[src/rtl/decoder_3to8_if.sv]
// Select/enable bus feeding the registered 3-to-8 decoder.
// The master drives the enable and select code; the decoder returns
// the one-hot word on Y.
interface decoder_3to8_if #(
  parameter int SEL_W = 3
);
  logic                     E;
  logic [SEL_W-1:0]         s;
  logic [(1 << SEL_W)-1:0]  Y;

  modport master (output E, output s, input  Y);
  modport slave  (input  E, input  s, output Y);
endinterface

[src/rtl/decoder_3to8.sv]
// Registered 3-to-8 line decoder with active-high enable.
// Turns the select code into a one-hot word one clock later; used for
// register-select and write-enable fan-out. The Y register is the only
// state, and the asynchronous reset clears it without waiting for a clock.
module decoder_3to8 #(
  parameter int                      SEL_W   = 3,
  parameter logic [(1<<SEL_W)-1:0]   Y_RESET = '0
) (
  input  logic            clk,
  input  logic            rst_n,
  decoder_3to8_if.slave   bus
);
  localparam int Y_W = 1 << SEL_W;

  logic [Y_W-1:0] y_next;

  // Decode a select code into a word with exactly one bit set.
  function automatic logic [Y_W-1:0] one_hot(input logic [SEL_W-1:0] code);
    logic [Y_W-1:0] r;
    r       = '0;
    r[code] = 1'b1;
    return r;
  endfunction

  // Next output: the decoded line when enabled, no line when disabled.
  always_comb begin
    y_next = '0;
    if (bus.E) y_next = one_hot(bus.s);
  end

  // Output register; reset discards whatever input is pending.
  always_ff @(posedge clk or negedge rst_n) begin
    if (!rst_n) bus.Y <= Y_RESET;
    else        bus.Y <= y_next;
  end
endmodule

[src/flat_wrapper.sv]
// flat-port wrapper written by rule: the top's interface ports become plain ports
module decoder_3to8_flat 
#(
  parameter int                      SEL_W   = 3,
  parameter logic [(1<<SEL_W)-1:0]   Y_RESET = '0
)
  (clk, rst_n, bus_E, bus_s, bus_Y);
  decoder_3to8_if #(.SEL_W(SEL_W)) bus_i ();
  input  logic clk;
  input  logic rst_n;
  input wire logic [$bits(bus_i.E)-1:0] bus_E;
  input wire logic [$bits(bus_i.s)-1:0] bus_s;
  output wire logic [$bits(bus_i.Y)-1:0] bus_Y;
  assign bus_i.E = bus_E;
  assign bus_i.s = bus_s;
  assign bus_Y = bus_i.Y;
  decoder_3to8 #(.SEL_W(SEL_W), .Y_RESET(Y_RESET)) u_core (.clk(clk), .rst_n(rst_n), .bus(bus_i));
endmodule
[config.mk]
export PLATFORM = sky130hd
export DESIGN_NAME = decoder_3to8_flat
export DESIGN_NICKNAME = d
export VERILOG_FILES = /design/src/rtl/decoder_3to8_if.sv /design/src/rtl/decoder_3to8.sv /design/src/flat_wrapper.sv
export SDC_FILE = /design/constraint.sdc
export NUM_CORES = 1
export LEC_CHECK = 0
export CORE_AREA = 4 4 41 43
export DETAILED_ROUTE_END_ITERATION = 7
export DIE_AREA = 0 0 45 47
export PLACE_DENSITY_LB_ADDON = 0.05
export SLEW_MARGIN = 20
export SYNTH_ARGS = -nofsm -noshare
export SYNTH_HDL_FRONTEND = slang
export SYNTH_SLANG_ARGS = --single-unit
[constraint.sdc]
create_clock -name clk -period 0.8 [get_ports clk]
set_input_delay 0.12 -clock clk [delete_from_list [all_inputs] [get_ports clk]]
set_output_delay 0.12 -clock clk [all_outputs]
set_load 0.01 [all_outputs]
==> flow_summary_export.csv, run 1 <==
group,metric,value,unit
detailed_routing,wire_per_inst,10.6,um
layout,nets,41,
layout,antenna_cells,0,
critical_path,cp_max_fo,1,
critical_path,path_class,"reg2out",
grt,first_global_vias,203,
synthesis,yosys_cells,16,
layout,fin_util,33.8,%
synthesis,synth.avg_cell_area,18.5,um^2
grt,antenna_found_initial,0,
die,die_area,0.00212,mm^2
timing,worstMarginPinSlew,0.229,ns
pwr,p_total,0.775,mW
pwr,p_leak,0.239,nW
synthesis,logic_family,"simple AND/OR/NAND/NOR gates",
grt,grt_use_met3,2.68,%
die,die_w,45,um
grt,grt_max_degree,9,
synthesis,ys_sh_aoi,0,%
timing,maxSlewViolCount,0,
outcome,status,"finished, violations left",
critical_path,cp.arrival,0.72,ns
job,openroad.warnings,28,
synthesis,synthAdderAreaFrac,0,%
layout,largest_reg_flops,8,
critical_path,crit_start,"u_core.bus.Y[5]",
detailed_routing,initialDrtViolationCount,1,
synthesis,syn_inst,16,
placed_design,dp_cells,45,
synthesis,synth_chip_area,297,um^2
clock_network,cts_made_buffers,3,
grt,track_usage,5.68,%
detailed_routing,met2WireLength,223,um
placed_design,place.port_buffers,13,
die,row_count,13,
clock_network,clock-sinks,8,
job,maxCapViolations,0,
outcome,violations,"setup timing",
critical_path,critPathSlowestCell,"dfrtp_1",
synthesis,ys_ff,8,
timing,worst_slack,-0.0448,ns
critical_path,slowest_delay,0.37,ns
critical_path,required,0.68,ns
clock_network,post_cts_resized,35,
critical_path,endpoint_kind,"output port",
die,io-pin-count,14,
clock_network,cts_tree,"built",
detailed_routing,drtPass1Iterations,3,
placed_design,gp_congestion,0.676,
timing,finalCritPeriodShare,106,%
clock_network,max-clock-path-buffers,2,
clock_network,clk_pin_slew,0.05,ns
detailed_routing,ant_nets,0,
clock_network,cts-root-buf,"clkbuf_4",
timing,hold_ws,0.159,ns
timing,hold_viol,0,
clock_network,htreeDepth,1,
timing,rsz0062_at_grt,"yes",
grt,use_met2,7.34,%
critical_path,cp_cell_sequence,"buf_6",
layout,syn_to_final_growth,48.5,%
synthesis,simple_gate_area_share,32.5,%
layout,drive_gt1_share,60.6,%
placed_design,place_area,453,um^2
clock_network,ctsHoldBuffers,0,
clock_network,cts_setup_buffers,0,
synthesis,synthXorXnorAreaFrac,0,%
layout,final_cells,48,
layout,fill_cells,132,
critical_path,path_delay_family,"flip-flops",
layout,mostFrequentLayoutCells,"dfrtp_1, buf_2",
critical_path,critPathBufInv,1,
critical_path,critPathLaunchType,"register",
synthesis,ys_types,5,
placed_design,pre_cts_slack,-0.298,ns
timing,fin_setup_tns,-0.330,ns
synthesis,yosys_warnings,0,
pwr,vdd_drop_max,587,uV
detailed_routing,viasPerCell,4.44,
detailed_routing,wl_met1,221,um
die,die_y,47,um
layout,largest-register,"u_core.bus.Y",
layout,lay_top_count,"dfrtp_1",
synthesis,synth_area,297,um^2
timing,relSlewSlack,84.8,%
detailed_routing,top_layer,"met3",
critical_path,critical_path_depth,1,
detailed_routing,wl_met3,64,um
timing,max_freq,1180,MHz
layout,top_regs,"u_core.bus.Y x8",
critical_path,crit_end,"bus_Y[5]",
timing,setup_viol,8,
synthesis,fp_nets,22,
synthesis,mux_share,0,%
timing,period_needed,0.845,ns
detailed_routing,drc_errors,0,
grt,grt-ovfl-total,0,
synthesis,ys_seq_share,67.5,%
grt,grt.busiest_layer,"met2",
min_path,hold_class,"in2async",
die,initCoreUtil,22.8,%
pwr,powerDensity,1760,mW/mm^2
grt,grt_pass1_wl,814,um
run 1: report_power, final:
| group | total [mW] | switching, mW | internal, mW |
|---|---|---|---|
| registers | 0.418 | 0.00236 | 0.416 |
| logic | 0.0768 | 0.0362 | 0.0406 |
| clock network | 0.280 | 0.110 | 0.170 |
run 1: synth_stat cells (all sizes together):
master / n / area, um^2
and4b: 3 / 33.8
and4: 1 / 10.0
and4bb: 3 / 37.5
nor4b: 1 / 15.0
dfrtp: 8 / 200
run 1: area by class of cell:
type / count / area [um^2] / share of cell area, %
sequential: 8 / 200 / 45.5
timing repair buffer: 14 / 103 / 23.3
multi-input combinational: 8 / 96.3 / 21.9
clock buffer: 3 / 22.5 / 5.11
tap: 15 / 18.8 / 4.26
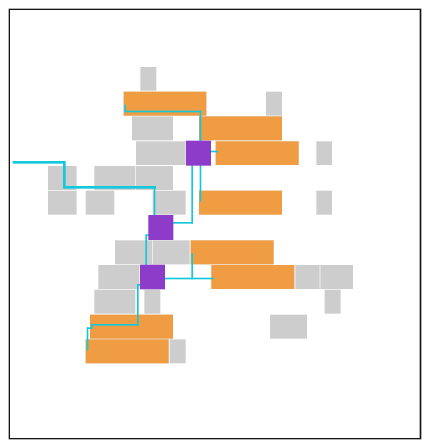
**Above:** run 1 (clock distribution).
- clock wires: cyan (length 81.9 um)
- clock-net drivers: purple (count 3)
- flip-flops: orange (count 8)
- routed clock nets: 4

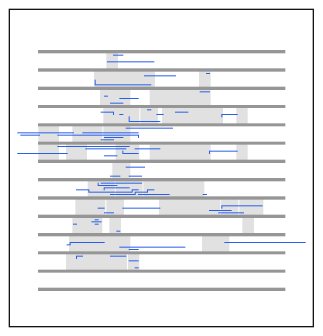
**Above:** run 1 (signal wires on met1).
Supply wires on this layer in grey. Cells faint in the background.
- main direction: horizontal
- nets with wire on the layer: 32
met1 Track Usage GR: 6.84%
final wirelength: 509 um
via count of the routed design: 213

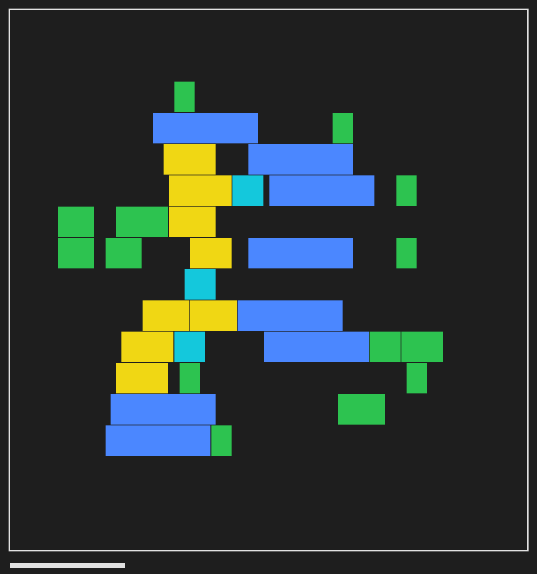
**Above:** run 1 (cell classes on the final placement).
The bar under the picture is 10 um long.
- clock-net drivers: cyan (cells 3)
- remaining logic cells: yellow (cells 8)
- remaining buffers and delay cells: green (cells 14)
- registers: blue (cells 8)
Seq/total area: 45.5%
core area: 0.00130 mm^2
Design Area, Final: 440 um^2

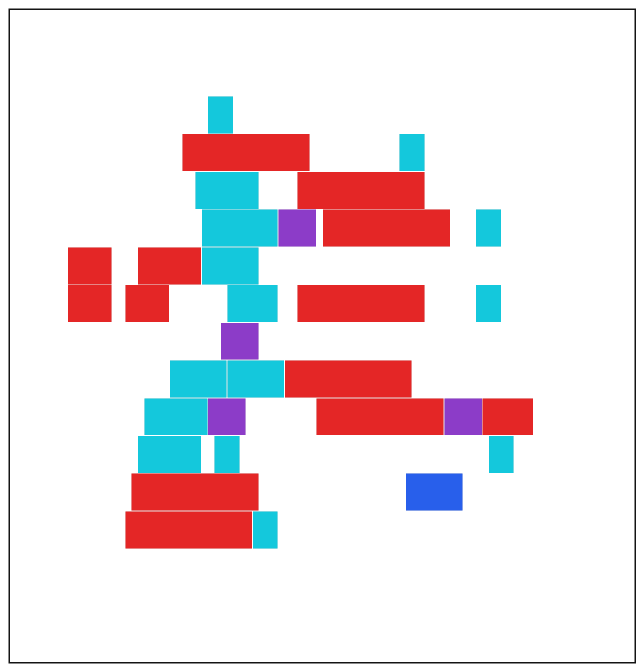
**Above:** run 1 (sizing map).
- x2: cyan (cells 15)
- x6 and larger: blue (cells 1)
- x3 and x4: purple (cells 4)
- x1 and smaller: red (cells 13)

==> inputs of run 2 (changes only) <==
CTS_CLUSTER_DIAMETER = 50   (was default)
PLACE_DENSITY = 0.55   (was default)
PLACE_DENSITY_LB_ADDON = default   (was 0.05)
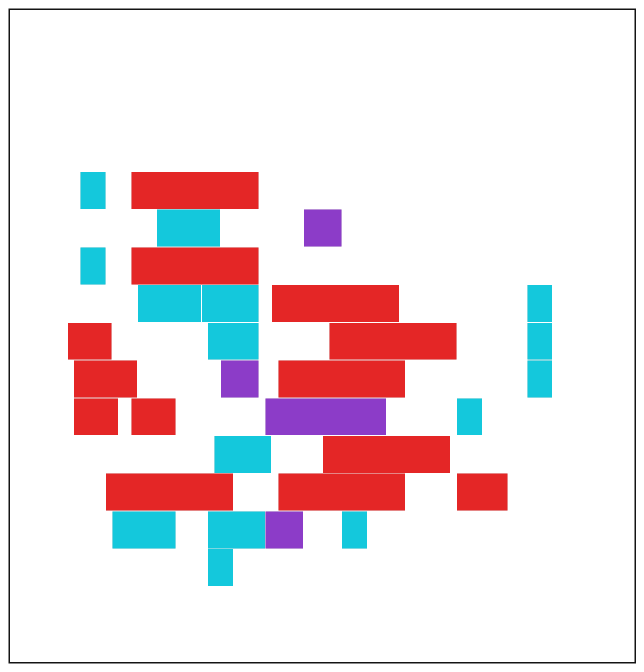
**Above:** run 2 (sizing map).
- x1 and smaller: red (cells 13)
- x2: cyan (cells 15)
- x3 and x4: purple (cells 4)
Buffers, non-clock: 13
setup slack after layout: -0.0629 ns
Design Area, Final: 435 um^2
Area growth syn-to-layout: 46.8%

==> flow_summary_export.csv, run 2 <==
group,metric,value,unit
pwr,p_sw,0.167,mW
placed_design,place_area,445,um^2
synthesis,topCellsByArea,"dfrtp_1, and4bb_2, and4b_2",
timing,hold_ws,0.144,ns
pwr,p_total,0.792,mW
critical_path,slowest_delay,0.36,ns
timing,relSlewSlack,77.0,%
layout,top_regs,"u_core.bus.Y x8",
die,die_w,45,um
critical_path,cp.arrival,0.74,ns
grt,first_global_vias,211,
critical_path,critPathLaunchType,"register",
synthesis,synth_top_cell_by_area,"dfrtp_1",
die,die_y,47,um
grt,grt_pass1_wl,924,um
die,io-pin-count,14,
clock_network,max-clock-path-buffers,2,
detailed_routing,wire_per_inst,12.6,um
synthesis,fp_nets,22,
pwr,p_sw_share,21.2,%
timing,fin_setup_tns,-0.418,ns
layout,largest-register,"u_core.bus.Y",
min_path,hold_class,"in2async",
timing,maxSlewViolCount,0,
placed_design,gp_congestion,0.672,
timing,worst_slack,-0.0629,ns
detailed_routing,wirelength,592,um
critical_path,cp_cell_sequence,"buf_2",
critical_path,endpoint_kind,"output port",
critical_path,crit_start,"u_core.bus.Y[2]",
synthesis,syn_inst,16,
synthesis,ys_types,5,
placed_design,dp_cells,44,
layout,final_cells,47,
pwr,seqPwrFrac,52.8,%
critical_path,crit_end,"bus_Y[2]",
layout,mostFrequentLayoutCells,"buf_2, dfrtp_1",
grt,grt_max_degree,9,
synthesis,synth.top_cell.area_share,67.5,%
synthesis,ys_ff,8,
grt,antenna_found_initial,0,
job,maxCapViolations,0,
timing,hold_viol,0,
critical_path,cp_max_fo,1,
clock_network,cts-root-buf,"clkbuf_4",
detailed_routing,vias,196,
grt,track_usage,6.86,%
outcome,violations,"setup timing",
pwr,p_int,0.624,mW
timing,max_freq,1160,MHz
critical_path,required,0.68,ns
outcome,status,"finished, violations left",
pwr,p_comb_share,9.9,%
clock_network,cts_made_buffers,3,
synthesis,ys_seq_share,67.5,%
die,initCoreUtil,22.8,%
pwr,power_clock,0.296,mW
layout,fin_util,33.5,%
critical_path,path_delay_family,"flip-flops",
timing,finalCritPeriodShare,108,%
pwr,comb_cell_power,0.0783,mW
critical_path,critPathSlowestCell,"dfrtp_1",
timing,period_needed,0.863,ns
job,openroad.warnings,28,
synthesis,common_cells,"dfrtp_1, and4b_2, and4bb_2, and4_2, nor4b_2",
grt,grt-ovfl-total,0,
pwr,p_leak,0.238,nW
clock_network,htreeDepth,1,
synthesis,synth_chip_area,297,um^2
detailed_routing,initialDrtViolationCount,2,
placed_design,place.port_buffers,13,
synthesis,yosys_warnings,0,
layout,largest_reg_flops,8,
detailed_routing,drc_errors,0,
synthesis,synthArstFlopShare,100,%
synthesis,synthFlopType,"dfrtp_1",
timing,worstMarginPinSlew,0.344,ns
timing,setup_viol,8,
synthesis,synth-edff-count,0,
synthesis,yosys_cells,16,
die,coreArea,0.00130,mm^2
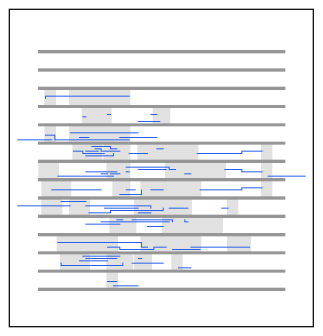
**Above:** run 2 (signal wires on met1).
Supply wires on this layer in grey. Cells faint in the background.
- longest straight run: 12.4 um
- nets with wire on the layer: 27

## run 2: repair_timing
item	in CTS	in global routing
gates cloned	0	0
setup buffers	0	0
gates resized	35	2
setup endpoints to repair	15	9
## run 2: area by class of cell
| cell class | instances | area (um^2) | share of cell area, % |
|---|---|---|---|
| tap | 15 | 18.8 | 4.31 |
| timing repair buffer | 13 | 88.8 | 20.4 |
| clock buffer | 3 | 22.5 | 5.17 |
| sequential | 8 | 200 | 46.0 |
| multi-input combinational | 8 | 105 | 24.1 |
## run 2: layer usage
metal	global-route usage, %	routed length (um)	vias up
met5	0	0	-
met4	7.02	0	0
met3	4.21	71	0
met2	7.91	229	12
met1	8.20	291	87
li1	-	-	97
## run 2: logic make-up after synthesis
family,Yosys count,synth area share [%]
flops,8,67.5
simple gates,8,32.5
Power figures rest on the tool's default switching activity, not on a simulated workload.
